## src/rtl/frame_config_loader.sv

```systemverilog
// Frame-based configuration loader: syncs on a sync word, decodes frame headers and
// presents FrameData followed one cycle later by a one-hot FrameStrobe for the selected column.
module frame_config_loader #(
  parameter int unsigned FrameBitsPerRow = 32,
  parameter int unsigned MaxFramesPerCol = 20,
  parameter int unsigned NumColumns      = 16,
  parameter int unsigned StrobeGap       = 2,
  parameter logic [31:0] SyncWord        = 32'hFAB0_FAB1
) (
  input  logic                          CLK,
  input  logic                          RST,
  input  logic [31:0]                   s_data,
  input  logic                          s_valid,
  output logic                          s_ready,
  output logic [FrameBitsPerRow-1:0]    FrameData,
  output logic [$clog2(NumColumns)-1:0] FrameCol,
  output logic [MaxFramesPerCol-1:0]    FrameStrobe,
  output logic                          Busy,
  output logic                          Done,
  output logic                          Err
);

  localparam int unsigned ColW = $clog2(NumColumns);
  localparam int unsigned IdxW = $clog2(MaxFramesPerCol);
  localparam int unsigned GapW = $clog2(StrobeGap + 2);

  typedef enum logic [1:0] {StIdle, StHeader, StData, StErr} state_e;

  state_e                     state_q, state_d;
  logic [ColW-1:0]            col_q, col_d;
  logic [IdxW-1:0]            idx_q, idx_d;
  logic [15:0]                rem_q, rem_d;
  logic [GapW-1:0]            gap_q, gap_d;
  logic                       pend_q, pend_d;
  logic [IdxW-1:0]            pend_idx_q, pend_idx_d;
  logic [FrameBitsPerRow-1:0] data_q, data_d;
  logic [ColW-1:0]            fcol_q, fcol_d;
  logic [MaxFramesPerCol-1:0] strobe_q, strobe_d;
  logic                       done_q, done_d;
  logic                       err_q, err_d;

  logic        xfer;
  logic        is_sync;
  logic [7:0]  hdr_col;
  logic [7:0]  hdr_first;
  logic [15:0] hdr_count;
  logic [16:0] hdr_end;
  logic        hdr_bad;

  // Header field decode and range check; the end-frame sum is 17 bits so it cannot wrap.
  always_comb begin
    hdr_col   = s_data[31:24];
    hdr_first = s_data[23:16];
    hdr_count = s_data[15:0];
    hdr_end   = {9'd0, hdr_first} + {1'b0, hdr_count};
    hdr_bad   = (32'(hdr_col) >= NumColumns) || (hdr_end > 17'(MaxFramesPerCol));
    is_sync   = (s_data == SyncWord);
  end

  // Ready: header and data words wait for the latch settle gap; IDLE/ERR always accept.
  always_comb begin
    s_ready = 1'b1;
    if (state_q == StHeader || state_q == StData) s_ready = (gap_q == '0);
    xfer = s_valid && s_ready;
  end

  // Next-state logic; strobe is issued one cycle after the data word lands.
  always_comb begin
    state_d    = state_q;
    col_d      = col_q;
    idx_d      = idx_q;
    rem_d      = rem_q;
    gap_d      = (gap_q != '0) ? gap_q - GapW'(1) : '0;
    pend_d     = 1'b0;
    pend_idx_d = pend_idx_q;
    data_d     = data_q;
    fcol_d     = fcol_q;
    strobe_d   = pend_q ? (MaxFramesPerCol'(1) << pend_idx_q) : '0;
    done_d     = 1'b0;
    err_d      = err_q;
    unique case (state_q)
      StIdle, StErr: begin
        if (xfer && is_sync) begin
          state_d = StHeader;
          err_d   = 1'b0;
        end
      end
      StHeader: begin
        if (xfer) begin
          if (hdr_count == 16'd0) begin
            state_d = StIdle;
            done_d  = 1'b1;
          end else if (hdr_bad) begin
            state_d = StErr;
            err_d   = 1'b1;
          end else begin
            col_d   = ColW'(hdr_col);
            idx_d   = IdxW'(hdr_first);
            rem_d   = hdr_count;
            state_d = StData;
          end
        end
      end
      StData: begin
        // A sync pattern here is ordinary frame data.
        if (xfer) begin
          data_d     = FrameBitsPerRow'(s_data);
          fcol_d     = col_q;
          gap_d      = GapW'(StrobeGap + 1);
          pend_d     = 1'b1;
          pend_idx_d = idx_q;
          idx_d      = idx_q + IdxW'(1);
          rem_d      = rem_q - 16'd1;
          if (rem_q == 16'd1) state_d = StHeader;
        end
      end
      default: state_d = StIdle;
    endcase
  end

  // State registers with synchronous reset; reset drops any pending strobe.
  always_ff @(posedge CLK) begin
    if (RST) begin
      state_q    <= StIdle;
      col_q      <= '0;
      idx_q      <= '0;
      rem_q      <= '0;
      gap_q      <= '0;
      pend_q     <= 1'b0;
      pend_idx_q <= '0;
      data_q     <= '0;
      fcol_q     <= '0;
      strobe_q   <= '0;
      done_q     <= 1'b0;
      err_q      <= 1'b0;
    end else begin
      state_q    <= state_d;
      col_q      <= col_d;
      idx_q      <= idx_d;
      rem_q      <= rem_d;
      gap_q      <= gap_d;
      pend_q     <= pend_d;
      pend_idx_q <= pend_idx_d;
      data_q     <= data_d;
      fcol_q     <= fcol_d;
      strobe_q   <= strobe_d;
      done_q     <= done_d;
      err_q      <= err_d;
    end
  end

  // Output mapping.
  always_comb begin
    FrameData   = data_q;
    FrameCol    = fcol_q;
    FrameStrobe = strobe_q;
    Done        = done_q;
    Err         = err_q;
    Busy        = (state_q == StHeader) || (state_q == StData);
  end

endmodule
```

## config.mk

```make
export PLATFORM = sky130hd
export DESIGN_NAME = frame_config_loader
export DESIGN_NICKNAME = d
export VERILOG_FILES = /design/src/rtl/frame_config_loader.sv
export SDC_FILE = /design/constraint.sdc
export NUM_CORES = 1
export LEC_CHECK = 0
export ABC_CLOCK_PERIOD_IN_PS = 7400
export CORE_MARGIN = 1.5
export CORE_UTILIZATION = 55
export CTS_CLUSTER_SIZE = 30
export DETAILED_ROUTE_END_ITERATION = 8
export GPL_TIMING_DRIVEN = 1
export PLACE_DENSITY = 0.95
export SYNTH_ARGS = -nofsm -noshare
export SYNTH_HDL_FRONTEND = slang
export SYNTH_SLANG_ARGS = --single-unit
```

## constraint.sdc

```tcl
create_clock -name CLK -period 7.4 [get_ports CLK]
set_clock_uncertainty 0.1 [all_clocks]
set_input_delay 1.48 -clock CLK [delete_from_list [all_inputs] [get_ports CLK]]
set_output_delay 1.48 -clock CLK [all_outputs]
set_load 0.02 [all_outputs]
```

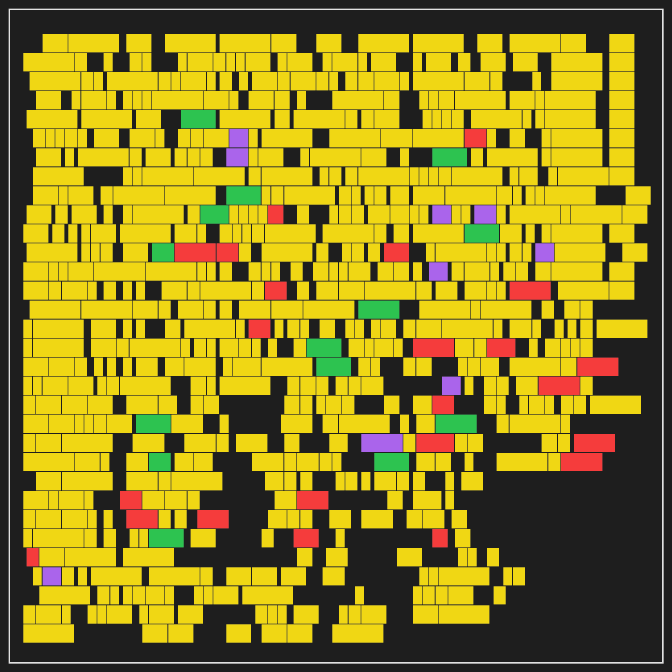
(run_1/sizes.png)
legend:
  yellow:
    size: _0 and _1 cells
    cells: 598
  red:
    size: _2 cells
    cells: 23
  green:
    size: _6 and larger
    cells: 14
  purple:
    size: _3 and _4 cells
    cells: 9
setup ws final: 2.65 ns
Final Cell Area: 0.00565 sq mm
bufs w/o clock: 100

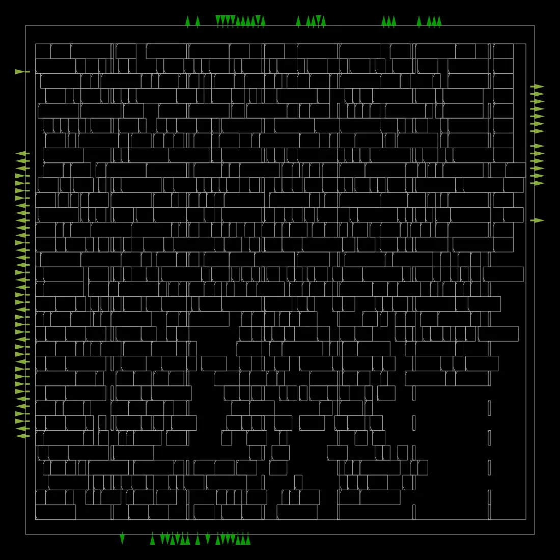
(run_1/placement.png)
sequential cell count: 93
Row Count: 32
Fill cells: 566

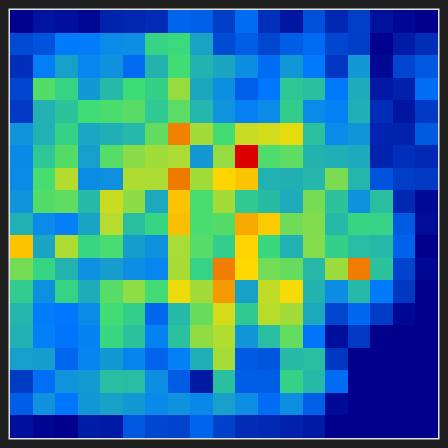
(run_1/metal_density.png)
The die is cut into 19 by 19 equal tiles; dark blue is low, red is high, scaled to the fullest tile. Values are wire area over tile area, all layers added.
densest ninth of the die: middle
tiles over half the peak: 22%
nearly empty tiles: 9.4%
fullest tile: 0.75
emptiest ninth of the die: bottom right
mean over tiles: 0.25
routed wire length per instance: 17.4 um
Routed WL: 13,000 um
GRT Total Usage: 30.6%
Via Count: 4,517

==> results.py, run 1 <==
# Metrics from the implementation run
metrics = {
    "status": {
        "status": "complete, no violations",
    },
    "critical_path": {
        "critPathLaunchType": "input port",
        "crit_buf_inv": 1,
        "r2r_setup_slack_ns": 4.49,
        "critPathTopFamily": "AND-OR/OR-AND gates",
        "critical_path.startpoint": "s_data[0]",
        "worst-path-stages": 11,
        "reg2regPathDepth": 10,
    },
    "place": {
        "place_ws_ns": 2.27,
        "dpl.hpwl_um": 9310,
        "place_congestion": 0.873,
        "placed_cell_area_sq_mm": 0.00544,
        "dp.cells": 730,
        "numPortBuffers": 94,
    },
    "power_and_ir_drop": {
        "powerDensity_mw_per_mm2": 185,
        "pg_seq_uw": 515,
        "pwr.group.clock_uw": 347,
        "swShare_pct": 31.7,
        "clock_power_share_pct": 33.3,
        "leakage_uw": 0.00201,
    },
    "cells_and_area": {
        "layout.cells.most_common": "nand2_1",
        "final_core_util_pct": 72.3,
        "regArea_sq_mm": 0.00186,
        "stdcell_count": 746,
        "dominant-cell-class": "combinational gates",
        "buf_share_pct": 17.4,
        "num_antenna_cells": 0,
        "comb_cells": 417,
        "final_nets": 688,
        "comb_area_sq_mm": 0.00241,
        "clock_buffers": 9,
    },
    "die": {
        "tapCellCount": 102,
        "die_y_um": 93.1,
        "fp_util_pct": 57.2,
    },
    "logic_synthesis": {
        "edf_count": 0,
        "syn_area_sq_mm": 0.00447,
        "ys_area_sq_mm": 0.00447,
        "top_area_share_pct": 41.7,
        "yosys.area.top_type": "dfxtp_1",
        "ys_warn_count": 0,
        "ys_ff": 93,
        "synth.most_common_cell": "nand2_1",
        "synth_cells": 558,
        "top_cells_by_count": "nand2_1 (122), dfxtp_1 (93), a21oi_1 (83), nor2_1 (41), clkbuf_1 (24)",
        "syn_avg_cell_area_sq_um": 8.00,
    },
    "final_timing": {
        "setup_viol": 0,
        "fin_crit_sh_pct": 64.1,
        "period_needed_ns": 4.75,
        "worstMarginPinSlew_ns": 0.807,
    },
    "routing": {
        "drc": 0,
        "first_iter_violations": 385,
        "dr.pass1.iters": 5,
        "drt-vias-per-instance": 6.05,
        "ant_nets": 0,
    },
    "job": {
        "warning_count": 28,
    },
    "global_route": {
        "grt_max_degree": 73,
    },
    "worst_hold_path": {
        "hold_depth": 2,
        "min-delay-start": "FrameData[24]",
    },
    "clock_network": {
        "ctsHoldBuffers": 0,
        "cts_setup_buffers": 0,
    },
}
run 1: metal layers:
metal	GRT usage, %	routed length (um)	vias to the layer above
met4	13.4	463	0
met2	48.4	6030	212
met3	7.15	943	47
met5	0	0	-
li1	-	-	2127
met1	39.8	5570	2131
run 1: cells by family after synthesis:
logic type / after synthesis / share of synthesized area (%)
adders and majority gates: 14 / 4.09
muxes: 10 / 2.27
AOI/OAI and AO/OA: 147 / 21.8
buffers and inverters: 48 / 4.59
xor gates and xnor gates: 6 / 1.18
DFF: 93 / 41.7
and+or+nand+nor: 240 / 24.4
run 1: sequential cells by signal, indices dropped and copies added (netlist names):
name         count
FrameStrobe     20
Done             1
pend_idx_q       5
rem_q           16
FrameCol         4
Err              1
FrameData       32
gap_q            2
state_q          2
pend_q           1
col_q            4
idx_q            5
==> run_1/flops_by_reg.png <==
Scale bar: 20 um.
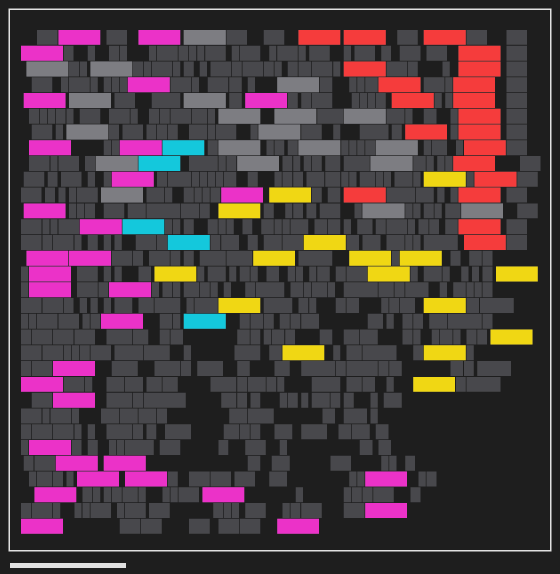

--- run 2 (diff from run 1) ---
ABC_CLOCK_PERIOD_IN_PS = 4080   (was 7400)
CORE_UTILIZATION = 46   (was 55)
PLACE_DENSITY = 0.86   (was 0.95)
clock period = 4.08 ns   (was 7.4 ns; I/O delays follow)
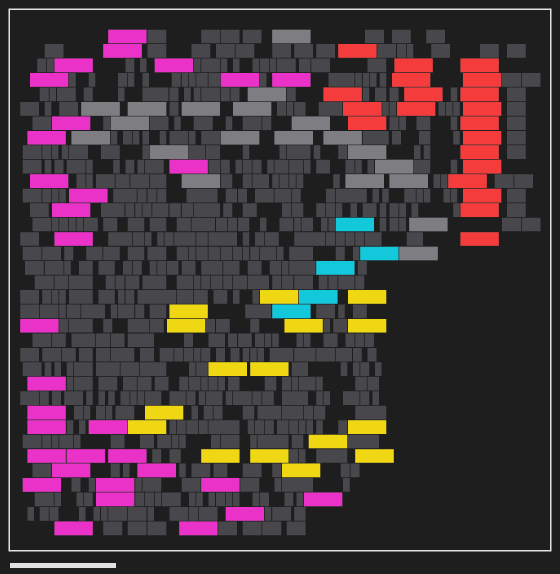
(run_2/flops_by_reg.png)
Scale bar: 20 um.
legend:
  red:
    netlist_name: `FrameStrobe`
    placed_flops: 20
    where: top right
  magenta:
    netlist_name: `FrameData`
    placed_flops: 32
  yellow:
    netlist_name: `rem_q`
    placed_flops: 16
  cyan:
    netlist_name: `idx_q`
    placed_flops: 5
    where: middle
not colored: 20
post-layout utilization of the core: 62.4%
Seq area share: 32.0%
Reg area: 0.00186 sq mm
Seq power: 934 uW

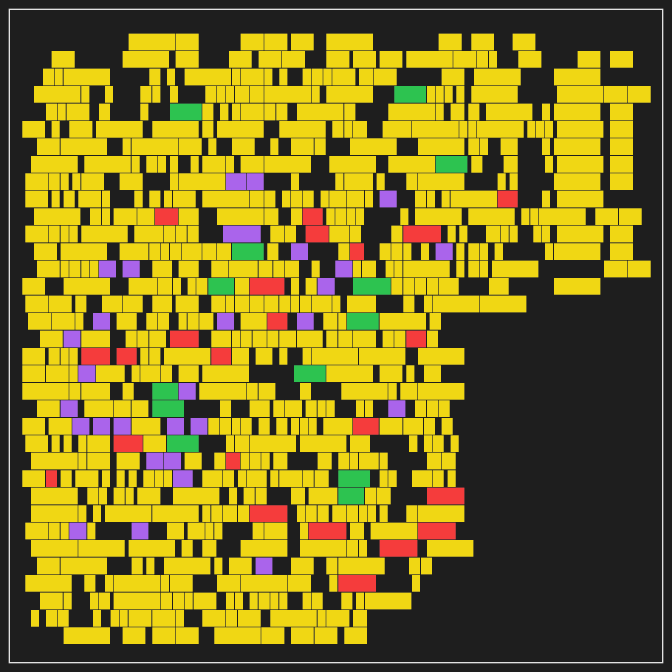
(run_2/sizes.png)
legend:
  purple:
    size: _3 and _4 cells
    cells: 29
  red:
    size: _2 cells
    cells: 23
  yellow:
    size: _0 and _1 cells
    cells: 598
  green:
    size: _6 and larger
    cells: 13
setup ws final: 0.224 ns
bufs w/o clock: 119
Final Cell Area: 0.00582 sq mm
area grow syn2layout: 30.3%

==> results.py, run 2 <==
# Metrics from the implementation run
metrics = {
    "routing": {
        "via_count": 4565,
        "wl_met1_um": 5090,
        "ant_nets": 0,
        "wire_per_inst_um": 16.1,
        "wl_met3_um": 976,
        "dr.pass1.iters": 6,
        "drt-vias-per-instance": 5.76,
        "first_iter_violations": 309,
        "routed_wl_um": 12700,
        "routed.top_layer": "met4",
        "drc": 0,
        "wl_met2_um": 6170,
    },
    "status": {
        "status": "complete, no violations",
    },
    "cells_and_area": {
        "drive_gt1_share_pct": 9.80,
        "dominant-cell-class": "combinational gates",
        "final_nets": 707,
        "buf_share_pct": 19.3,
        "stdcell_count": 792,
        "clock_buffers": 9,
        "comb_share_pct": 41.3,
        "comb_area_sq_mm": 0.00241,
        "layout.cells.most_common": "nand2_1",
        "most-common-layout-cells": "nand2_1 (122), dfxtp_1 (93), clkdlybuf4s50_1 (93), a21oi_1 (82), nor2_1 (40)",
        "clock_area_share_pct": 3.42,
        "fill_cells": 782,
        "ff_count": 93,
        "largest_register_ff_count": 32,
        "comb_cells": 417,
        "num_antenna_cells": 0,
        "n_all_inverters": 18,
    },
    "power_and_ir_drop": {
        "powerDensity_mw_per_mm2": 326,
        "pwr.group.clock_uw": 620,
        "power-top-group": "sequential cells",
        "switchingPower_uw": 596,
        "intPower_uw": 1300,
        "powerComb_uw": 345,
        "swShare_pct": 31.4,
        "ir_worst_vdd_mv": 0.180,
        "clock_power_share_pct": 32.6,
        "leakage_uw": 0.00210,
        "seqPwrFrac_pct": 49.2,
        "p_comb_share_pct": 18.2,
        "total_power_uw": 1900,
    },
    "global_route": {
        "grt_max_degree": 72,
        "met2_usage_pct": 44.3,
        "grt_pass1_wl_um": 20800,
        "antenna_found_initial": 0,
        "groute.usage.overall_pct": 25.4,
        "grt_remaining_overflow": 0,
        "met3_usage_pct": 5.31,
        "grt.met1_usage_pct": 29.5,
        "grt_pass1_vias": 4453,
        "busiest_layer": "met2",
    },
    "critical_path": {
        "critPathCaptureType": "flop",
        "crit_arrival_ns": 3.98,
        "critPathLaunchType": "input port",
        "crit_type": "input port to flop",
        "critPathTopFamily": "AND-OR/OR-AND gates",
        "crit_buf_inv": 3,
        "cp_cell_sequence": "clkdlybuf4s50_1, ha_1, fa_1, a21oi_1, o211ai_1, buf_4, a31oi_1, a31oi_1, a211oi_1, a21o_1, buf_4, mux2i_1, nor2_1",
        "max_stage_delay_ns": 0.43,
        "crit_fanout": 8,
        "required_ns": 4.20,
        "crit_slowest_cell": "clkdlybuf4s50_1",
    },
    "clock_network": {
        "cts_buffers": 9,
        "path_clk_slew_ns": 0.10,
        "ctsResizeCount": 0,
        "htreeDepth": 3,
        "cts.path.max_buffers": 2,
        "clk_latency_ns": 0.37,
        "tritoncts": "yes",
        "cts_sinks": 93,
        "ctsHoldBuffers": 0,
        "cts_setup_buffers": 0,
        "clockRootBuffer": "clkbuf_8",
    },
    "logic_synthesis": {
        "ys_seq_share_pct": 41.7,
        "top_cells_by_count": "nand2_1 (122), dfxtp_1 (93), a21oi_1 (83), nor2_1 (41), clkbuf_1 (24)",
        "syn_avg_cell_area_sq_um": 8.00,
        "syn_area_sq_mm": 0.00447,
        "topCellsByArea": "dfxtp_1 (42%), nand2_1 (10%), a21oi_1 (9.3%), ha_1 (3.6%), nor2_1 (3.4%)",
        "ys_area_sq_mm": 0.00447,
        "synthDistinctLibCells": 63,
        "edf_count": 0,
        "top_area_share_pct": 41.7,
        "ys_cells": 558,
        "synth.most_common_cell": "nand2_1",
        "synth_cells": 558,
        "yosys_most_used_dff": "dfxtp_1",
        "ys_ff": 93,
        "yosys.area.top_type": "dfxtp_1",
        "ys_warn_count": 0,
        "synth_nets": 607,
        "synthArstFlopShare_pct": 0,
    },
    "final_timing": {
        "final-hold-violation-count": 0,
        "slew_headroom_pct": 49.0,
        "slew_violations": 0,
        "setup_viol": 0,
        "fmax_ghz": 0.259,
        "hold_slack_ns": 0.359,
        "fin_crit_sh_pct": 94.5,
        "tns_ns": 0,
        "period_needed_ns": 3.86,
        "rsz0062_at_grt": "false",
        "worstMarginPinSlew_ns": 0.765,
    },
    "place": {
        "placed_cell_area_sq_mm": 0.00562,
        "place_ws_ns": -0.0640,
        "dp.cells": 776,
        "numPortBuffers": 94,
        "dpl.hpwl_um": 9110,
        "place_congestion": 0.879,
    },
    "die": {
        "core_area_sq_mm": 0.00933,
        "die_w_um": 102,
        "fp_util_pct": 47.9,
        "tapCellCount": 129,
        "num_io_pins": 95,
        "die_y_um": 102,
        "rows": 35,
        "chip_area_sq_mm": 0.0103,
    },
    "job": {
        "warning_count": 28,
        "drv_cap": 0,
    },
    "worst_hold_path": {
        "min_path_type": "flop to flop",
    },
}
[run 2: final timing paths]
check / startpoint / endpoint / slack, ns / cells after the start
worst min register to register: FrameData[5] / FrameData[5] / 0.36 / 2
worst min-delay path: FrameData[5] / FrameData[5] / 0.36 / 2
worst max-delay path: s_data[0] / rem_q[11] / 0.22 / 13
worst max register to register: state_q[0] / rem_q[11] / 1.14 / 11
[run 2: cell families after synthesis]
family                   after synthesis  share of synthesized area, %
AND/OR/NAND/NOR                      240                          24.4
AND-OR/OR-AND                        147                          21.8
flip-flops                            93                          41.7
adder cells (fa/ha/maj)               14                          4.09
buffers and inverters                 48                          4.59
XOR/XNOR                               6                          1.18
multiplexers                          10                          2.27
Power is estimated from default activity; no workload was simulated.
